**src/rtl/charger_pkg.sv**
```systemverilog
// Shared definitions for the charge controller: state encoding, key priority
// and default parameter values.
package charger_pkg;

    localparam logic [1:0] ST_IDLE   = 2'd0;
    localparam logic [1:0] ST_INPUT  = 2'd1;
    localparam logic [1:0] ST_CHARGE = 2'd2;
    localparam logic [1:0] ST_DONE   = 2'd3;

    localparam int DEF_MAX_MONEY     = 20;
    localparam int DEF_TIME_PER_UNIT = 2;
    localparam int DEF_DONE_TICKS    = 3;
    localparam int DEF_TIMEOUT_TICKS = 10;

    // Enumerated in descending priority after KEY_NONE.
    typedef enum logic [2:0] {
        KEY_NONE,
        KEY_CLEAR,
        KEY_CONFIRM,
        KEY_START,
        KEY_DIGIT
    } key_e;

    function automatic key_e key_pick(input logic clr, input logic cfm,
                                      input logic st, input logic dig);
        if (clr)      return KEY_CLEAR;
        else if (cfm) return KEY_CONFIRM;
        else if (st)  return KEY_START;
        else if (dig) return KEY_DIGIT;
        else          return KEY_NONE;
    endfunction

endpackage

```
**src/rtl/charge_controller_if.sv**
```systemverilog
// Key-decoder inputs, time base and status outputs of the charge controller.
interface charge_controller_if;

    logic       tick;
    logic       start;
    logic       clear;
    logic       confirm;
    logic       press_num;
    logic [3:0] value;
    logic [1:0] state;
    logic [4:0] money;
    logic [5:0] remain;
    logic       charging;
    logic       done;

    modport master (
        output tick, start, clear, confirm, press_num, value,
        input  state, money, remain, charging, done
    );

    modport slave (
        input  tick, start, clear, confirm, press_num, value,
        output state, money, remain, charging, done
    );

endinterface

```
**src/rtl/key_edge.sv**
```systemverilog
// Registered rising-edge detector for one key level; a key already held when
// reset releases is absorbed and never reported as a press.
module key_edge (
    input  logic clk,
    input  logic rst_n,
    input  logic key,
    output logic rise
);

    logic key_p0;
    logic key_p1;
    logic armed_p0;

    always_ff @(posedge clk or negedge rst_n) begin
        if (!rst_n) begin
            key_p0   <= 1'b0;
            key_p1   <= 1'b0;
            armed_p0 <= 1'b0;
        end else begin
            key_p0   <= key;
            // First cycle after reset loads the history with the live level.
            key_p1   <= armed_p0 ? key_p0 : key;
            armed_p0 <= 1'b1;
        end
    end

    assign rise = key_p0 & ~key_p1;

endmodule

```
**src/rtl/charge_controller.sv**
```systemverilog
// Coin-operated charge controller: key entry of an amount, timed charge, done hold.
// Define IDLE_TIMEOUT_EN to return from INPUT to IDLE after TIMEOUT_TICKS idle ticks.
module charge_controller
    import charger_pkg::*;
#(
    parameter int MAX_MONEY     = DEF_MAX_MONEY,
    parameter int TIME_PER_UNIT = DEF_TIME_PER_UNIT,
    parameter int DONE_TICKS    = DEF_DONE_TICKS,
    parameter int TIMEOUT_TICKS = DEF_TIMEOUT_TICKS
) (
    input logic                clk,
    input logic                rst_n,
    charge_controller_if.slave bus
);

    // One width serves both tick counters.
    localparam int CNT_MAX = (DONE_TICKS > TIMEOUT_TICKS) ? DONE_TICKS : TIMEOUT_TICKS;
    localparam int CNT_W   = $clog2(CNT_MAX + 1);

    function automatic logic [8:0] digit_append(input logic [4:0] m, input logic [3:0] v);
        return 9'(m) * 9'd10 + 9'(v);
    endfunction

    function automatic logic [5:0] sat_dec(input logic [5:0] r);
        return (r == 6'd0) ? 6'd0 : r - 6'd1;
    endfunction

    logic start_e, clear_e, confirm_e, num_e;
    key_e key_sel;

    key_edge u_start   (.clk(clk), .rst_n(rst_n), .key(bus.start),     .rise(start_e));
    key_edge u_clear   (.clk(clk), .rst_n(rst_n), .key(bus.clear),     .rise(clear_e));
    key_edge u_confirm (.clk(clk), .rst_n(rst_n), .key(bus.confirm),   .rise(confirm_e));
    key_edge u_num     (.clk(clk), .rst_n(rst_n), .key(bus.press_num), .rise(num_e));

    assign key_sel = key_pick(clear_e, confirm_e, start_e, num_e);

    logic [1:0]       state_q, state_d;
    logic [4:0]       money_q, money_d;
    logic [5:0]       remain_q, remain_d;
    logic [CNT_W-1:0] done_cnt_q, done_cnt_d;
    logic [3:0]       value_q;
    logic [8:0]       cand;
    logic             charging_q, done_q;
`ifdef IDLE_TIMEOUT_EN
    logic [CNT_W-1:0] to_cnt_q, to_cnt_d;
`endif

    assign cand = digit_append(money_q, value_q);

    always_comb begin
        state_d    = state_q;
        money_d    = money_q;
        remain_d   = remain_q;
        done_cnt_d = done_cnt_q;
`ifdef IDLE_TIMEOUT_EN
        to_cnt_d   = '0;
`endif
        case (state_q)
            ST_IDLE: begin
                if (start_e) begin
                    money_d = '0;
                    state_d = ST_INPUT;
                end
            end
            ST_INPUT: begin
                case (key_sel)
                    KEY_CLEAR:   money_d = '0;
                    KEY_CONFIRM: begin
                        if (money_q != 5'd0) begin
                            remain_d = 6'(32'(money_q) * TIME_PER_UNIT);
                            state_d  = ST_CHARGE;
                        end
                    end
                    KEY_DIGIT: begin
                        if (cand <= 9'(MAX_MONEY)) money_d = 5'(cand);
                    end
                    default: ;
                endcase
`ifdef IDLE_TIMEOUT_EN
                // Any key edge restarts the idle count; only quiet ticks advance it.
                if (key_sel == KEY_NONE) begin
                    to_cnt_d = to_cnt_q;
                    if (bus.tick) begin
                        if (to_cnt_q == CNT_W'(TIMEOUT_TICKS - 1)) begin
                            state_d  = ST_IDLE;
                            money_d  = '0;
                            to_cnt_d = '0;
                        end else begin
                            to_cnt_d = to_cnt_q + CNT_W'(1);
                        end
                    end
                end
`endif
            end
            ST_CHARGE: begin
                if (bus.tick) begin
                    remain_d = sat_dec(remain_q);
                    if (remain_q == 6'd1) begin
                        state_d    = ST_DONE;
                        done_cnt_d = CNT_W'(DONE_TICKS);
                    end
                end
            end
            default: begin
                if (start_e) begin
                    state_d = ST_INPUT;
                    money_d = '0;
                end else if (bus.tick) begin
                    if (done_cnt_q <= CNT_W'(1)) begin
                        state_d = ST_IDLE;
                        money_d = '0;
                    end else begin
                        done_cnt_d = done_cnt_q - CNT_W'(1);
                    end
                end
            end
        endcase
    end

    always_ff @(posedge clk or negedge rst_n) begin
        if (!rst_n) begin
            state_q    <= ST_IDLE;
            money_q    <= '0;
            remain_q   <= '0;
            done_cnt_q <= '0;
            value_q    <= '0;
            charging_q <= 1'b0;
            done_q     <= 1'b0;
`ifdef IDLE_TIMEOUT_EN
            to_cnt_q   <= '0;
`endif
        end else begin
            state_q    <= state_d;
            money_q    <= money_d;
            remain_q   <= remain_d;
            done_cnt_q <= done_cnt_d;
            // Captured on the same edge that registers the press_num level.
            if (bus.press_num) value_q <= bus.value;
            charging_q <= (state_d == ST_CHARGE);
            done_q     <= (state_d == ST_DONE);
`ifdef IDLE_TIMEOUT_EN
            to_cnt_q   <= to_cnt_d;
`endif
        end
    end

    assign bus.state    = state_q;
    assign bus.money    = money_q;
    assign bus.remain   = remain_q;
    assign bus.charging = charging_q;
    assign bus.done     = done_q;

endmodule

```
**src/flat_wrapper.sv**
```systemverilog
// flat-port wrapper written by rule: the top's interface ports become plain ports
module charge_controller_flat import charger_pkg::*;
#(
    parameter int MAX_MONEY     = DEF_MAX_MONEY,
    parameter int TIME_PER_UNIT = DEF_TIME_PER_UNIT,
    parameter int DONE_TICKS    = DEF_DONE_TICKS,
    parameter int TIMEOUT_TICKS = DEF_TIMEOUT_TICKS
)
  (clk, rst_n, bus_tick, bus_start, bus_clear, bus_confirm, bus_press_num, bus_value, bus_state, bus_money, bus_remain, bus_charging, bus_done);
  charge_controller_if bus_i ();
  input logic clk;
  input logic rst_n;
  input wire logic [$bits(bus_i.tick)-1:0] bus_tick;
  input wire logic [$bits(bus_i.start)-1:0] bus_start;
  input wire logic [$bits(bus_i.clear)-1:0] bus_clear;
  input wire logic [$bits(bus_i.confirm)-1:0] bus_confirm;
  input wire logic [$bits(bus_i.press_num)-1:0] bus_press_num;
  input wire logic [$bits(bus_i.value)-1:0] bus_value;
  output wire logic [$bits(bus_i.state)-1:0] bus_state;
  output wire logic [$bits(bus_i.money)-1:0] bus_money;
  output wire logic [$bits(bus_i.remain)-1:0] bus_remain;
  output wire logic [$bits(bus_i.charging)-1:0] bus_charging;
  output wire logic [$bits(bus_i.done)-1:0] bus_done;
  assign bus_i.tick = bus_tick;
  assign bus_i.start = bus_start;
  assign bus_i.clear = bus_clear;
  assign bus_i.confirm = bus_confirm;
  assign bus_i.press_num = bus_press_num;
  assign bus_i.value = bus_value;
  assign bus_state = bus_i.state;
  assign bus_money = bus_i.money;
  assign bus_remain = bus_i.remain;
  assign bus_charging = bus_i.charging;
  assign bus_done = bus_i.done;
  charge_controller #(.MAX_MONEY(MAX_MONEY), .TIME_PER_UNIT(TIME_PER_UNIT), .DONE_TICKS(DONE_TICKS), .TIMEOUT_TICKS(TIMEOUT_TICKS)) u_core (.clk(clk), .rst_n(rst_n), .bus(bus_i));
endmodule
```
**config.mk**
```make
export PLATFORM = sky130hd
export DESIGN_NAME = charge_controller_flat
export DESIGN_NICKNAME = d
export VERILOG_FILES = /design/src/rtl/charger_pkg.sv /design/src/rtl/charge_controller_if.sv /design/src/rtl/key_edge.sv /design/src/rtl/charge_controller.sv /design/src/flat_wrapper.sv
export SDC_FILE = /design/constraint.sdc
export NUM_CORES = 1
export LEC_CHECK = 0
export ABC_AREA = 1
export CAP_MARGIN = 0
export CORE_AREA = 2 2 58 74
export DETAILED_ROUTE_END_ITERATION = 12
export DIE_AREA = 0 0 60 76
export GPL_ROUTABILITY_DRIVEN = 0
export HOLD_SLACK_MARGIN = 0.05
export PLACE_DENSITY = 0.8
export SLEW_MARGIN = 10
export SYNTH_ARGS = -nofsm -noshare
export SYNTH_HDL_FRONTEND = slang
export SYNTH_SLANG_ARGS = --single-unit
```
**constraint.sdc**
```tcl
create_clock -name clk -period 5.8 [get_ports clk]
set_clock_uncertainty 0.2 [all_clocks]
set_input_delay 1.45 -clock clk [delete_from_list [all_inputs] [get_ports clk]]
set_output_delay 1.45 -clock clk [all_outputs]
set_load 0.005 [all_outputs]
```
Fig. 1: run 1, local utilization
The bar under the picture is 20 um long. 6 x 8 tiles, from dark blue (low) to red (high), 0 to 100% covered.
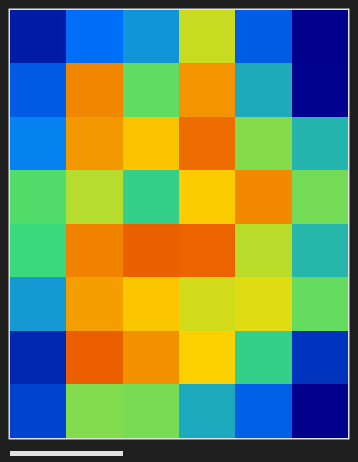
- emptiest ninth of the die: top right
- densest ninth of the die: middle
- mean over tiles: 52%
- tiles over 75% full: 31%
- nearly empty tiles: 6.2%
- fullest tile: 89%

Fig. 2: run 1, wiring heat map
The bar under the picture is 20 um long. 12 x 15 tiles, from dark blue (low) to red (high), scaled to the fullest tile. Values are wire area over tile area, all layers added.
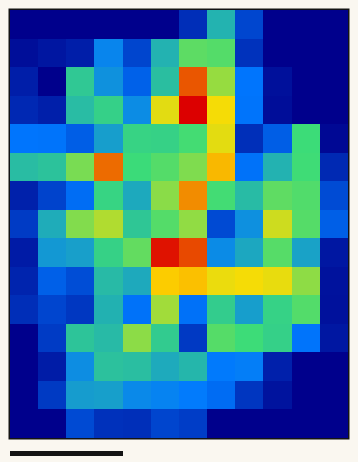
- nearly empty tiles: 18%
- tiles over half the peak: 23%
- densest ninth of the die: middle
- mean over tiles: 0.13
- emptiest ninth of the die: top right

==> ci_impl_report.md, run 1 <==
## PnR job results

| Metric | Value |
|---|---|
| Status | completed |
| Setup-failing EPs final | 0 |
| CP max FO | 6 |
| P per Cell Area | 382 nW/um^2 |
| All-Layer GR Usage | 19.4% |
| Inverter count | 38 |
| Fraction of area in non-clock buffers | 10.6% |
| R2R depth | 15 |
| Area share of and/or/nand/nor cells after synthesis | 30.1% |
| Vias/cell | 5.01 |
| Largest area contributor in the netlist | dfrtp_1 |
| Buffer-and-inverter tally for the worst setup path | 1 |
| Net Count, Synth | 281 |
| Initial antenna violation count | 0 |
| OpenROAD warning count | 28 |
| Sw frac | 40.1% |
| Fp util | 51.7% |
| Via count | 1,723 |
| Synth area leaders | dfrtp_1 (39%), nand2_1 (13%), ha_1 (8.0%) |
| Synth cell types | 34 |
| Tmin final | 3000 ps |
| Reg-to-reg endpoint | u_core.bus.money[4] |
Fig. 3: run 1, cell classes on the final placement
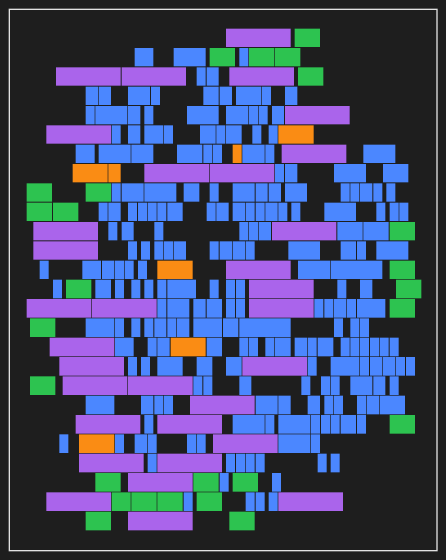
- sequential cells: purple (cells 32; share of their area 34%)
- combinational and other logic: blue (cells 223; share of their area 52%)
- clock drivers and dummy loads: orange (cells 7; share of their area 3.3%)
- remaining buffers and delay cells: green (cells 26; share of their area 11%)

Fig. 4: run 1, cells by drive strength
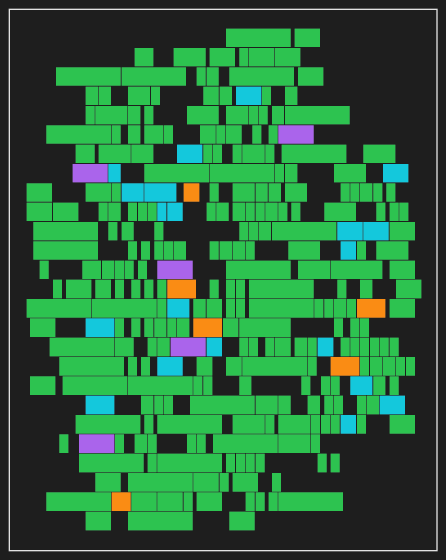

## Run 2: what changed since run 1
CORE_AREA = 2 2 61 77   (was 2 2 58 74)
DIE_AREA = 0 0 63 79   (was 0 0 60 76)
PLACE_DENSITY = 0.76   (was 0.8)
clock period = 2.55 ns   (was 5.8 ns; I/O delays follow)
Fig. 5: run 2, cells by drive strength
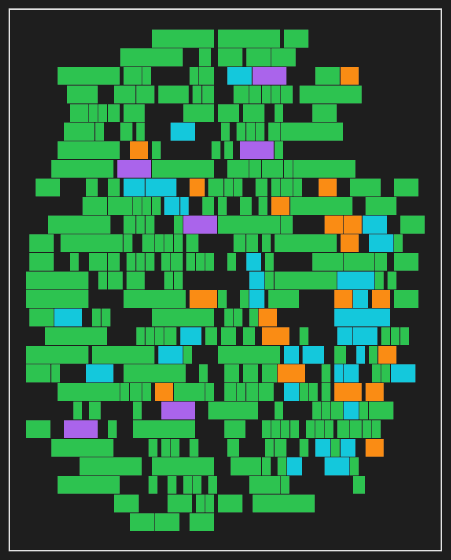
- _0 and _1 cells: green (cells 243)
- _2 cells: cyan (cells 32)
- _3 and _4 cells: orange (cells 19)
- _6 and larger: purple (cells 6)

==> run 2 against run 1 <==
Net effect: via count grew 1.9%; cell area increased by 5.5%; register-to-register slack worse by 2900 ps; critical path type is now reg2reg; flip-flop count unchanged; final cell count rose by 4.1%; clock power rose to 2.6 times the previous value; largest cell class unchanged; combinational power increased by 140%; synthesized area unchanged; count of clock-buffer cells in the layout unchanged; first-iteration DRC count shrank 30%; setup slack worse by 2700 ps.
==> ci_impl_report.md, run 2 <==
## PnR job results

| Metric | Value |
|---|---|
| Biggest consumer | combinational logic (unchanged) |
| Most frequent logic cell in the layout | nand2_1 (unchanged) |
| Wire length on met2 | 2060 um (was 2010 um) |
| Via count | 1,755 (was 1,723) |
| Placed insts | 346 (was 337) |
| I/O Buffers | 25 (unchanged) |
| Slew Viols, Final | 0 (unchanged) |
| OpenROAD warning count | 29 (was 28) |
| R2R depth | 14 (was 15) |
| Clk sink count | 32 (unchanged) |
| Initial antenna violation count | 0 (unchanged) |
| Largest area contributor in the netlist | dfrtp_1 (unchanged) |
| Status | completed (unchanged) |
| Buffer-and-inverter tally for the worst setup path | 1 (unchanged) |
| P_comb | 0.00106 W (was 0.000441 W) |
| Tmin final | 2470 ps |
| P per Cell Area | 860 nW/um^2 (was 382 nW/um^2) |
| Synth area leaders | dfrtp_1 (39%), nand2_1 (13%), ha_1 (8.0%) (unchanged) |
| Tap cells | 58 (was 56) |
| Fraction of area in non-clock buffers | 13.2% (was 10.6%) |
| Fp util | 47.4% (was 51.7%) |
| Inverter count | 38 (unchanged) |
| YS chip area | 2040 um^2 (unchanged) |
| Sw frac | 39.8% (was 40.1%) |
| Vias/cell | 4.90 (was 5.01) |
| CP max FO | 5 (was 6) |
| Synth cell types | 34 (unchanged) |
| Hold Startpoint | u_core.value_q[1] (unchanged) |
| Late-Pin Clk Latency | 290 ps (was 280 ps) |
| Pwr Total | 0.00222 W (was 0.000932 W) |
| TritonCTS clock tree | done (unchanged) |
| Net Count, Synth | 281 (unchanged) |
| GRT overflow | 0 (unchanged) |
| Worst hold endpoint | u_core.value_q[1] (unchanged) |
| All-Layer GR Usage | 18.4% (was 19.4%) |
| Non-Filler Instances | 358 (was 344) |
| Area share of and/or/nand/nor cells after synthesis | 30.1% (unchanged) |
| Seq share, synth | 39.3% (unchanged) |
| Clock transition at the registers of the reported paths | 70 ps (was 60 ps) |
Power is estimated from default activity; no workload was simulated.
